--- config.mk ---
export PLATFORM = sky130hd
export DESIGN_NAME = wb_conv_fabric
export DESIGN_NICKNAME = d
export VERILOG_FILES = /design/src/rtl/wb_conv_fabric.sv
export SDC_FILE = /design/constraint.sdc
export NUM_CORES = 1
export LEC_CHECK = 0
export ABC_AREA = 0
export CORE_MARGIN = 8
export CORE_UTILIZATION = 35
export CTS_CLUSTER_DIAMETER = 40
export DETAILED_ROUTE_END_ITERATION = 7
export GPL_TIMING_DRIVEN = 0
export HOLD_SLACK_MARGIN = 0.15
export PLACE_DENSITY = 0.72
export SLEW_MARGIN = 15
export SYNTH_ARGS = -nofsm -noshare
export SYNTH_HDL_FRONTEND = slang
export SYNTH_SLANG_ARGS = --single-unit
--- constraint.sdc ---
create_clock -name wb_clk_i -period 3.1 [get_ports wb_clk_i]
set_input_delay 0.62 -clock wb_clk_i [delete_from_list [all_inputs] [get_ports wb_clk_i]]
set_output_delay 0.62 -clock wb_clk_i [all_outputs]
set_load 0.03 [all_outputs]
--- src/rtl/wb_conv_fabric.sv ---
// Wishbone fan-out fabric for NO_OF_INSTS convolution accelerators: one
// registered transaction at a time, with broadcast writes, decode errors and a slave timeout.
module wb_conv_fabric #(
    parameter int unsigned NO_OF_INSTS = 4,
    parameter int unsigned SEL_MSB     = 31,
    parameter int unsigned SEL_LSB     = 24,
    parameter int unsigned BASE_SEL    = 32'h30,
    parameter int unsigned BCAST_SEL   = 32'h3F,
    parameter int unsigned TIMEOUT     = 255,
    parameter logic [31:0] ERR_DATA    = 32'hDEAD_BEEF
) (
    input  logic                        wb_clk_i,
    input  logic                        wb_rst_i,
    input  logic                        wbs_stb_i,
    input  logic                        wbs_cyc_i,
    input  logic                        wbs_we_i,
    input  logic [3:0]                  wbs_sel_i,
    input  logic [31:0]                 wbs_dat_i,
    input  logic [31:0]                 wbs_adr_i,
    output logic                        wbs_ack_o,
    output logic [31:0]                 wbs_dat_o,
    output logic                        err_o,
    output logic                        busy_o,
    output logic [NO_OF_INSTS-1:0]      s_cyc_o,
    output logic [NO_OF_INSTS-1:0]      s_stb_o,
    output logic                        s_we_o,
    output logic [3:0]                  s_sel_o,
    output logic [31:0]                 s_dat_o,
    output logic [31:0]                 s_adr_o,
    input  logic [NO_OF_INSTS-1:0]      s_ack_i,
    input  logic [32*NO_OF_INSTS-1:0]   s_dat_i
);

    localparam int unsigned CW = $clog2(TIMEOUT + 1);

    typedef enum logic [1:0] {IDLE, REQ, RESP} state_t;

    state_t                 state, state_nxt;
    logic [NO_OF_INSTS-1:0] pending;
    logic [CW-1:0]          cnt;
    logic                   err_q;
    logic [31:0]            rd_q;

    logic [31:0]            f, off;
    logic                   claimed, is_uni, is_bcast, dec_err, accept;
    logic [NO_OF_INSTS-1:0] dec_mask, ack_hit, pend_left;
    logic                   tc;
    logic [31:0]            ack_dat;

    always_comb begin
        f        = 32'(wbs_adr_i[SEL_MSB:SEL_LSB]);
        off      = f - BASE_SEL;
        claimed  = (f >= BASE_SEL) && (f <= BCAST_SEL);
        is_uni   = off < NO_OF_INSTS;
        is_bcast = (f == BCAST_SEL) && wbs_we_i;
        dec_err  = !is_uni && !is_bcast;
        accept   = wbs_cyc_i && wbs_stb_i && claimed;
        dec_mask = '0;
        if (is_uni)
            dec_mask = NO_OF_INSTS'(1) << off;
        else if (is_bcast)
            dec_mask = '1;
    end

    // Terminal count fires on the cycle whose increment would reach TIMEOUT.
    always_comb begin
        ack_hit   = pending & s_ack_i;
        pend_left = pending & ~s_ack_i;
        tc        = (cnt == CW'(TIMEOUT - 1));
        ack_dat   = '0;
        for (int unsigned i = 0; i < NO_OF_INSTS; i++)
            if (ack_hit[i])
                ack_dat = s_dat_i[32*i +: 32];
    end

    always_ff @(posedge wb_clk_i) begin
        if (wb_rst_i)
            state <= IDLE;
        else
            state <= state_nxt;
    end

    always_comb begin
        state_nxt = state;
        case (state)
            IDLE: if (accept) state_nxt = dec_err ? RESP : REQ;
            REQ: begin
                if (!wbs_cyc_i)
                    state_nxt = IDLE;
                else if (pend_left == '0 || tc)
                    state_nxt = RESP;
            end
            RESP:    state_nxt = IDLE;
            default: state_nxt = IDLE;
        endcase
    end

    always_comb begin
        wbs_ack_o = (state == RESP);
        err_o     = (state == RESP) && err_q;
        busy_o    = (state != IDLE);
        wbs_dat_o = '0;
        if (state == RESP)
            wbs_dat_o = err_q ? ERR_DATA : (s_we_o ? '0 : rd_q);
        s_cyc_o   = (state == REQ) ? pending : '0;
        s_stb_o   = (state == REQ) ? pending : '0;
    end

    always_ff @(posedge wb_clk_i) begin
        if (wb_rst_i) begin
            pending <= '0;
            cnt     <= '0;
            err_q   <= 1'b0;
            rd_q    <= '0;
            s_we_o  <= 1'b0;
            s_sel_o <= '0;
            s_dat_o <= '0;
            s_adr_o <= '0;
        end else begin
            case (state)
                IDLE: begin
                    if (accept) begin
                        s_we_o  <= wbs_we_i;
                        s_sel_o <= wbs_sel_i;
                        s_dat_o <= wbs_dat_i;
                        s_adr_o <= wbs_adr_i;
                        pending <= dec_mask;
                        cnt     <= '0;
                        err_q   <= dec_err;
                        rd_q    <= '0;
                    end
                end
                REQ: begin
                    if (!wbs_cyc_i) begin
                        pending <= '0;
                    end else begin
                        if (!s_we_o && ack_hit != '0)
                            rd_q <= ack_dat;
                        // A final ack on the terminal-count cycle completes normally.
                        if (pend_left == '0) begin
                            pending <= '0;
                        end else if (tc) begin
                            pending <= '0;
                            err_q   <= 1'b1;
                        end else begin
                            pending <= pend_left;
                            cnt     <= cnt + CW'(1);
                        end
                    end
                end
                default: ;
            endcase
        end
    end

endmodule

==> results.sh, run 1 <==
# implementation run metrics
export IMPL_fp_nets=905
export IMPL_fp_dieW_um=142
export IMPL_timing_fmax_mhz=339
export IMPL_leakagePower_nw=3.64
export IMPL_dp_slack_ns=-0.0419
export IMPL_log_warning_count=28
export IMPL_grt_antenna_before_repair=0
export IMPL_netlist_instances=696
export IMPL_gp_congestion=0.884
export IMPL_p_comb_w=0.000366
export IMPL_rr_endpoint="rd_q[2]"
export IMPL_max_slew_margin_pct=57.8
export IMPL_status="finished, final reports clean"
export IMPL_reg_top3="rd_q: 32 flops, s_adr_o: 32 flops, s_dat_o: 32 flops"
export IMPL_dpl_hpwl_um=17800
export IMPL_grt_use_met2_pct=35.8
export IMPL_hold_viol=0
export IMPL_start_kind="flip-flop"
export IMPL_hold_buffers=0
export IMPL_post_drt_via_cell_ratio=5.01
export IMPL_chip_area_um2=20200
export IMPL_worstSetupEndpointType="output port"
export IMPL_met2WireLength_um=11000
export IMPL_postCtsSetupBuffers=0
export IMPL_worstHoldStart="s_adr_o[13]"
export IMPL_avgSynthCellArea_um2=7.98
export IMPL_synthTopCellsByCount="nand2_1, dfxtp_1, a21oi_1, o21ai_0, clkbuf_1"
export IMPL_drt_wl_total_um=22600
export IMPL_combPwrFrac_pct=9.9
export IMPL_drt_pass1_iter_count=5
export IMPL_layout_top_cells="clkdlybuf4s50_1, nand2_1, dfxtp_1, a21oi_1, o21ai_0"
export IMPL_highest_layer="met4"
export IMPL_min_period_ns=2.95
export IMPL_rows=46
export IMPL_syn_area_um2=5560
export IMPL_diodes=0
export IMPL_ant_nets=0
export IMPL_area_delta_synth_final_pct=71.3
export IMPL_setup_viol=0
export IMPL_xor_area_share_pct=0.788
export IMPL_fillers=1463
export IMPL_power_density_nw_per_um2=387
export IMPL_comb_share_pct=30.7
export IMPL_die_y_um=142
export IMPL_clock_cell_area_share_pct=5.73
export IMPL_p_seq_w=0.00150
export IMPL_rsz0062_at_grt="no"
export IMPL_cts_resized=38
export IMPL_fin_util_pct=60.6
export IMPL_ir_drop_mv=0.317
export IMPL_crit_end="wbs_dat_o[2]"
export IMPL_adder_share_pct=0.901
export IMPL_coreArea_um2=15700
export IMPL_cts_htree_levels=4
export IMPL_ys_flops=116
export IMPL_cpLargestDelayFamily="buffers and inverters"
export IMPL_topCellsByArea="dfxtp_1, nand2_1, a21oi_1, o21ai_0, a221oi_1"
export IMPL_edf_count=0
export IMPL_ys_area_um2=5560
export IMPL_cts_buffers=17
export IMPL_dominant_cell_class="non-clock buffers"
export IMPL_whs_ns=0.450
export IMPL_path_common_cell="nor2b_1"
export IMPL_ys_seq_share_pct=41.8
export IMPL_top_power_group="clock"
export IMPL_grt_pass1_vias=6006
export IMPL_period_used_pct=95.2
export IMPL_worst_path_buf_inv=2
export IMPL_grt_busiest_layer="met2"
export IMPL_finalClockSkew_ns=0.00700
export IMPL_synth_cell_types=53
export IMPL_p_int_w=0.00293
export IMPL_io_pins=317
export IMPL_inverters_excl_clock=4
export IMPL_r2r_start="pending[1]"
export IMPL_slew_violations=0
export IMPL_synth_most_common_cell="nand2_1"
export IMPL_grt_remaining_overflow=0
export IMPL_timing_final_ws_setup_ns=0.148
export IMPL_whs_path_depth=2
export IMPL_nWellTaps=216
export IMPL_num_multi_input_gates=514
export IMPL_buffers=377
export IMPL_yosys_area_top_type_share_pct=41.8
export IMPL_ys_sh_simple_pct=20.6
export IMPL_cp_max_fo=7
export IMPL_r2r_cells=7
export IMPL_synth_main_ff_cell="dfxtp_1"
export IMPL_ys_cells=696
export IMPL_yosys_warnings=0
export IMPL_switching_power_w=0.000757
export IMPL_drive_above_1_share_pct=6.92
export IMPL_p_clk_w=0.00181
export IMPL_nClkBuffers=25
export IMPL_drv_cap=0
export IMPL_p_clk_share_pct=49.2
export IMPL_top_area_cell="dfxtp_1"
export IMPL_num_nets_final=1239
export IMPL_swShare_pct=20.6
==> run_1/gates.png <==
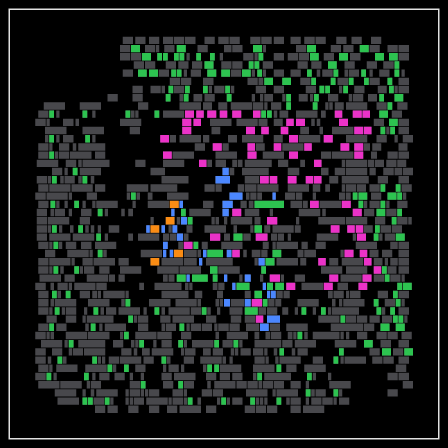
[magenta] non-inverting ao/oa cells | cells: 66
[blue] nor cells | cells: 31 | where: middle
[orange] xor and xnor cells | cells: 5
[green] aoi and oai cells | cells: 183 | where: widely spread

==> run_1/clock_nets.png <==
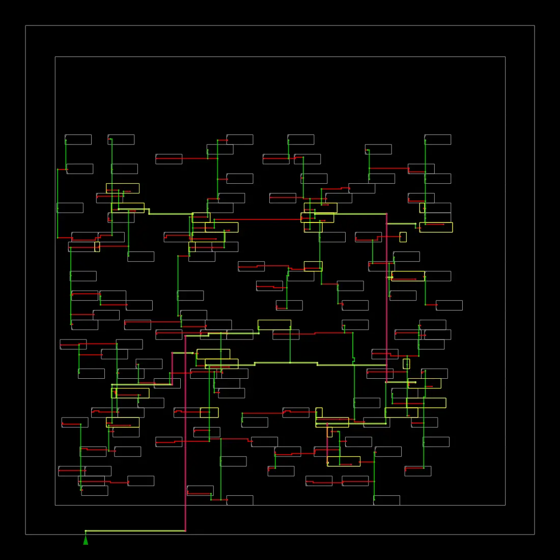
Latency at later pin: 0.41 ns
TritonCTS Sinks: 116

==> run_1/closeup.png <==
Region (10, 82) to (60, 132) µm. Cells in gray, sequential cells in the stronger gray; small squares are vias.
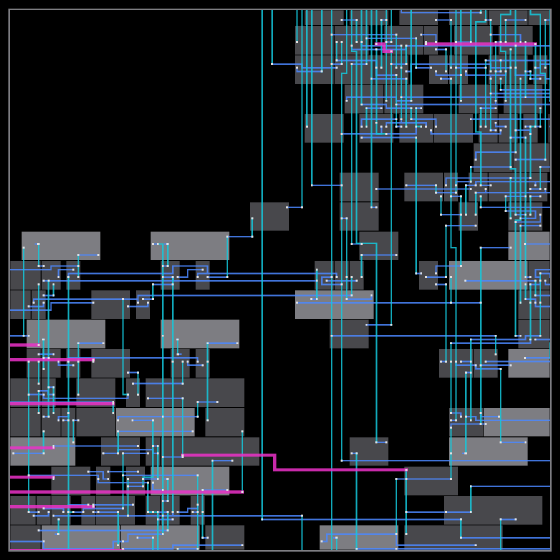
[blue] M1
[magenta] M3
[cyan] M2
sequential cells in the window: 16
most frequent: clkdlybuf4s50_1 (41), nand2_1 (23), dfxtp_1 (16)
cells with their middle in the window: 117
netlist names of flops here include: `s_adr_o` (7), `rd_q` (5), `s_sel_o` (3)

==> run_1/ff_map.png <==
Other sequential cells in the stronger gray, the rest of the logic in the fainter gray.
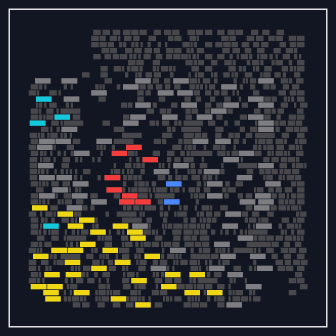

## Run 2: what changed since run 1
--- a/config.mk
+++ b/config.mk
@@ -13,6 +13,7 @@
 export GPL_TIMING_DRIVEN = 0
 export HOLD_SLACK_MARGIN = 0.15
 export PLACE_DENSITY = 0.72
+export SETUP_SLACK_MARGIN = 0.15
 export SLEW_MARGIN = 15
 export SYNTH_ARGS = -nofsm -noshare
 export SYNTH_HDL_FRONTEND = slang
==> run_2/ff_map.png <==
Other sequential cells in the stronger gray, the rest of the logic in the fainter gray.
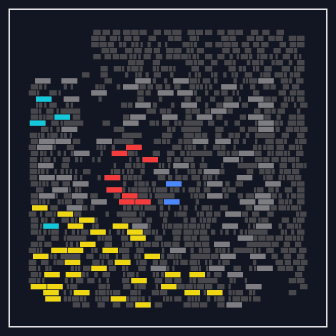
[red] `cnt` | sequential cells: 8
[yellow] `s_dat_o` | sequential cells: 32
[cyan] `s_sel_o` | sequential cells: 4
[blue] `state` | sequential cells: 2
not colored: 70

==> run 2 against run 1 <==
Compared with the run above:
- sequential share of layout area increased by 0.11 points
- register-to-register slack worse by 0.02 ns
- maximum frequency rose by 0.88%
- synthesized area stayed put
- design area down 0.43%
- critical path type unchanged
- largest cell class unchanged
==> results.sh, run 2 <==
# implementation run metrics
export IMPL_area_delta_synth_final_pct=70.6
export IMPL_coreArea_um2=15700
export IMPL_inverters_excl_clock=4
export IMPL_dp_slack_ns=-0.0419
export IMPL_cts_buffer_depth=2
export IMPL_rr_endpoint="rd_q[2]"
export IMPL_whs_path_depth=2
export IMPL_worstSetupEndpointType="output port"
export IMPL_hold_buffers=0
export IMPL_grt_remaining_overflow=0
export IMPL_grt_max_degree=17
export IMPL_ant_nets=0
export IMPL_stdcell_area_um2=9480
export IMPL_ys_seq_share_pct=41.8
export IMPL_stdcell_count=1258
export IMPL_leakagePower_nw=3.61
export IMPL_log_warning_count=30
export IMPL_swShare_pct=20.5
export IMPL_drc=0
export IMPL_drt_wl_total_um=22600
export IMPL_path_class="flip-flop to output port"
export IMPL_grt_pass1_vias=6026
export IMPL_grt_antenna_before_repair=0
export IMPL_yosys_warnings=0
export IMPL_synth_main_ff_cell="dfxtp_1"
export IMPL_adder_share_pct=0.901
export IMPL_fp_nets=905
export IMPL_cts_htree_levels=4
export IMPL_edf_count=0
export IMPL_whs_ns=0.450
export IMPL_gp_congestion=0.884
export IMPL_rows=46
export IMPL_synth_cell_types=53
export IMPL_start_kind="flip-flop"
export IMPL_grt_use_met2_pct=35.8
export IMPL_layout_top_cells="clkdlybuf4s50_1, nand2_1, dfxtp_1, a21oi_1, o21ai_0"
export IMPL_cp_cell_sequence="inv_1 > nor2_2 > and2_1 > buf_4 > clkdlybuf4s50_1"
export IMPL_drive_above_1_share_pct=9.60
export IMPL_synthTopCellsByCount="nand2_1, dfxtp_1, a21oi_1, o21ai_0, clkbuf_1"
export IMPL_r2r_start="pending[1]"
export IMPL_diodes=0
export IMPL_cpLargestDelayFamily="buffers and inverters"
export IMPL_xor_area_share_pct=0.788
export IMPL_synth_mux_area_fraction_pct=0
export IMPL_dpl_hpwl_um=17800
export IMPL_avgSynthCellArea_um2=7.98
export IMPL_top_power_group="clock"
export IMPL_combPwrFrac_pct=9.9
export IMPL_wire_per_inst_um=18.0
export IMPL_num_multi_input_gates=514
export IMPL_worst_pin_slew_ns=0.623
export IMPL_timing_final_ws_setup_ns=0.174
export IMPL_timing_fmax_mhz=342
export IMPL_p_clk_share_pct=49.2
export IMPL_layout_top_cell="clkdlybuf4s50_1"
export IMPL_chip_area_um2=20200
export IMPL_fillers=1466
export IMPL_ys_top_logic_family="AND-OR/OR-AND gates"
export IMPL_highest_layer="met4"
export IMPL_clock_cell_area_share_pct=5.76
export IMPL_top_area_cell="dfxtp_1"
export IMPL_topCellsByArea="dfxtp_1, nand2_1, a21oi_1, o21ai_0, a221oi_1"
export IMPL_power_density_nw_per_um2=388
export IMPL_postCtsSetupBuffers=0
export IMPL_setup_viol=0
export IMPL_place_area_um2=8990
export IMPL_setup_tns_ns=0
export IMPL_yosys_area_top_type_share_pct=41.8
export IMPL_cp_max_fo=8
export IMPL_dominant_cell_class="non-clock buffers"
export IMPL_drtIter0Drc=296
export IMPL_ys_flops=116
export IMPL_p_comb_w=0.000366
export IMPL_grt_pass1_wl_um=34100
export IMPL_clock_sink_count=116
export IMPL_switching_power_w=0.000756
export IMPL_fin_util_pct=60.3
export IMPL_slew_violations=0
export IMPL_buffers=378
export IMPL_clockRootBuffer="clkbuf_16"
export IMPL_whs_endpoint="s_adr_o[13]"
export IMPL_worst_skew_pair_late_latency_ns=0.41
export IMPL_met2WireLength_um=11000
export IMPL_netlist_instances=696
export IMPL_synthAoiAreaFrac_pct=30.1
export IMPL_seq_share_pct=24.5
export IMPL_grt_busiest_layer="met2"
export IMPL_drt_pass1_iter_count=5
export IMPL_max_slew_margin_pct=57.9
export IMPL_vias=6340
export IMPL_fp_dieW_um=142
export IMPL_p_int_w=0.00293
export IMPL_rsz0062_at_grt="yes"
export IMPL_status="finished, final reports clean"
export IMPL_syn_area_um2=5560
export IMPL_synth_most_common_cell="nand2_1"
export IMPL_comb_area_um2=2920
export IMPL_worst_path_buf_inv=3
export IMPL_io_pins=317
export IMPL_num_nets_final=1240
export IMPL_p_seq_w=0.00150
export IMPL_ys_area_um2=5560
export IMPL_cts_tree="done"
export IMPL_post_drt_via_cell_ratio=5.04
export IMPL_wl_met3_um=1970
export IMPL_ys_sh_simple_pct=20.6
export IMPL_slowest_stage="clkdlybuf4s50_1"
export IMPL_hold_viol=0
export IMPL_nWellTaps=216
export IMPL_portBuffers=316
export IMPL_worstHoldStart="s_adr_o[13]"
export IMPL_die_y_um=142
export IMPL_reg_top3="rd_q: 32 flops, s_adr_o: 32 flops, s_dat_o: 32 flops"
export IMPL_min_period_ns=2.93
export IMPL_gr_usage_met1_pct=25.6
export IMPL_ys_cells=696
export IMPL_comb_share_pct=30.8
export IMPL_flop_area_um2=2320
export IMPL_period_used_pct=94.4
export IMPL_ir_drop_mv=0.317
export IMPL_cts_resized=63
export IMPL_dp_cells=1228
export IMPL_met1_length_um=9300
export IMPL_worstSetupStartpoint="state[0]"
export IMPL_r2r_cells=7
export IMPL_crit_end="s_stb_o[3]"
export IMPL_drv_cap=0
==> run_2/clock_nets.png <==
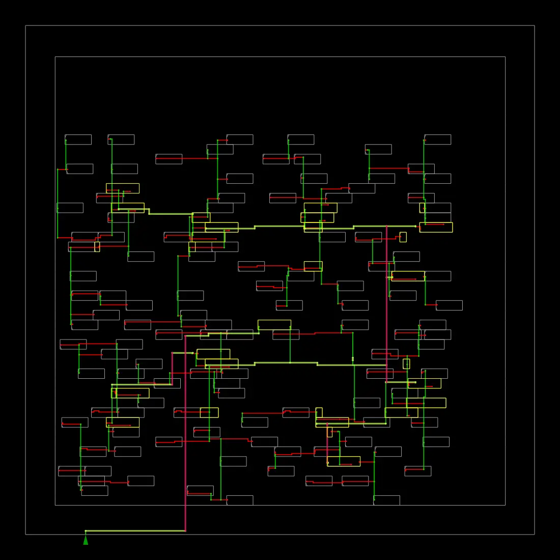
Clock group: 0.00181 W
clock buffer count: 25
FF+latch count: 116
skew final: 0.00729 ns
CTS buffer count: 17

Power and IR drop assume default switching activity.
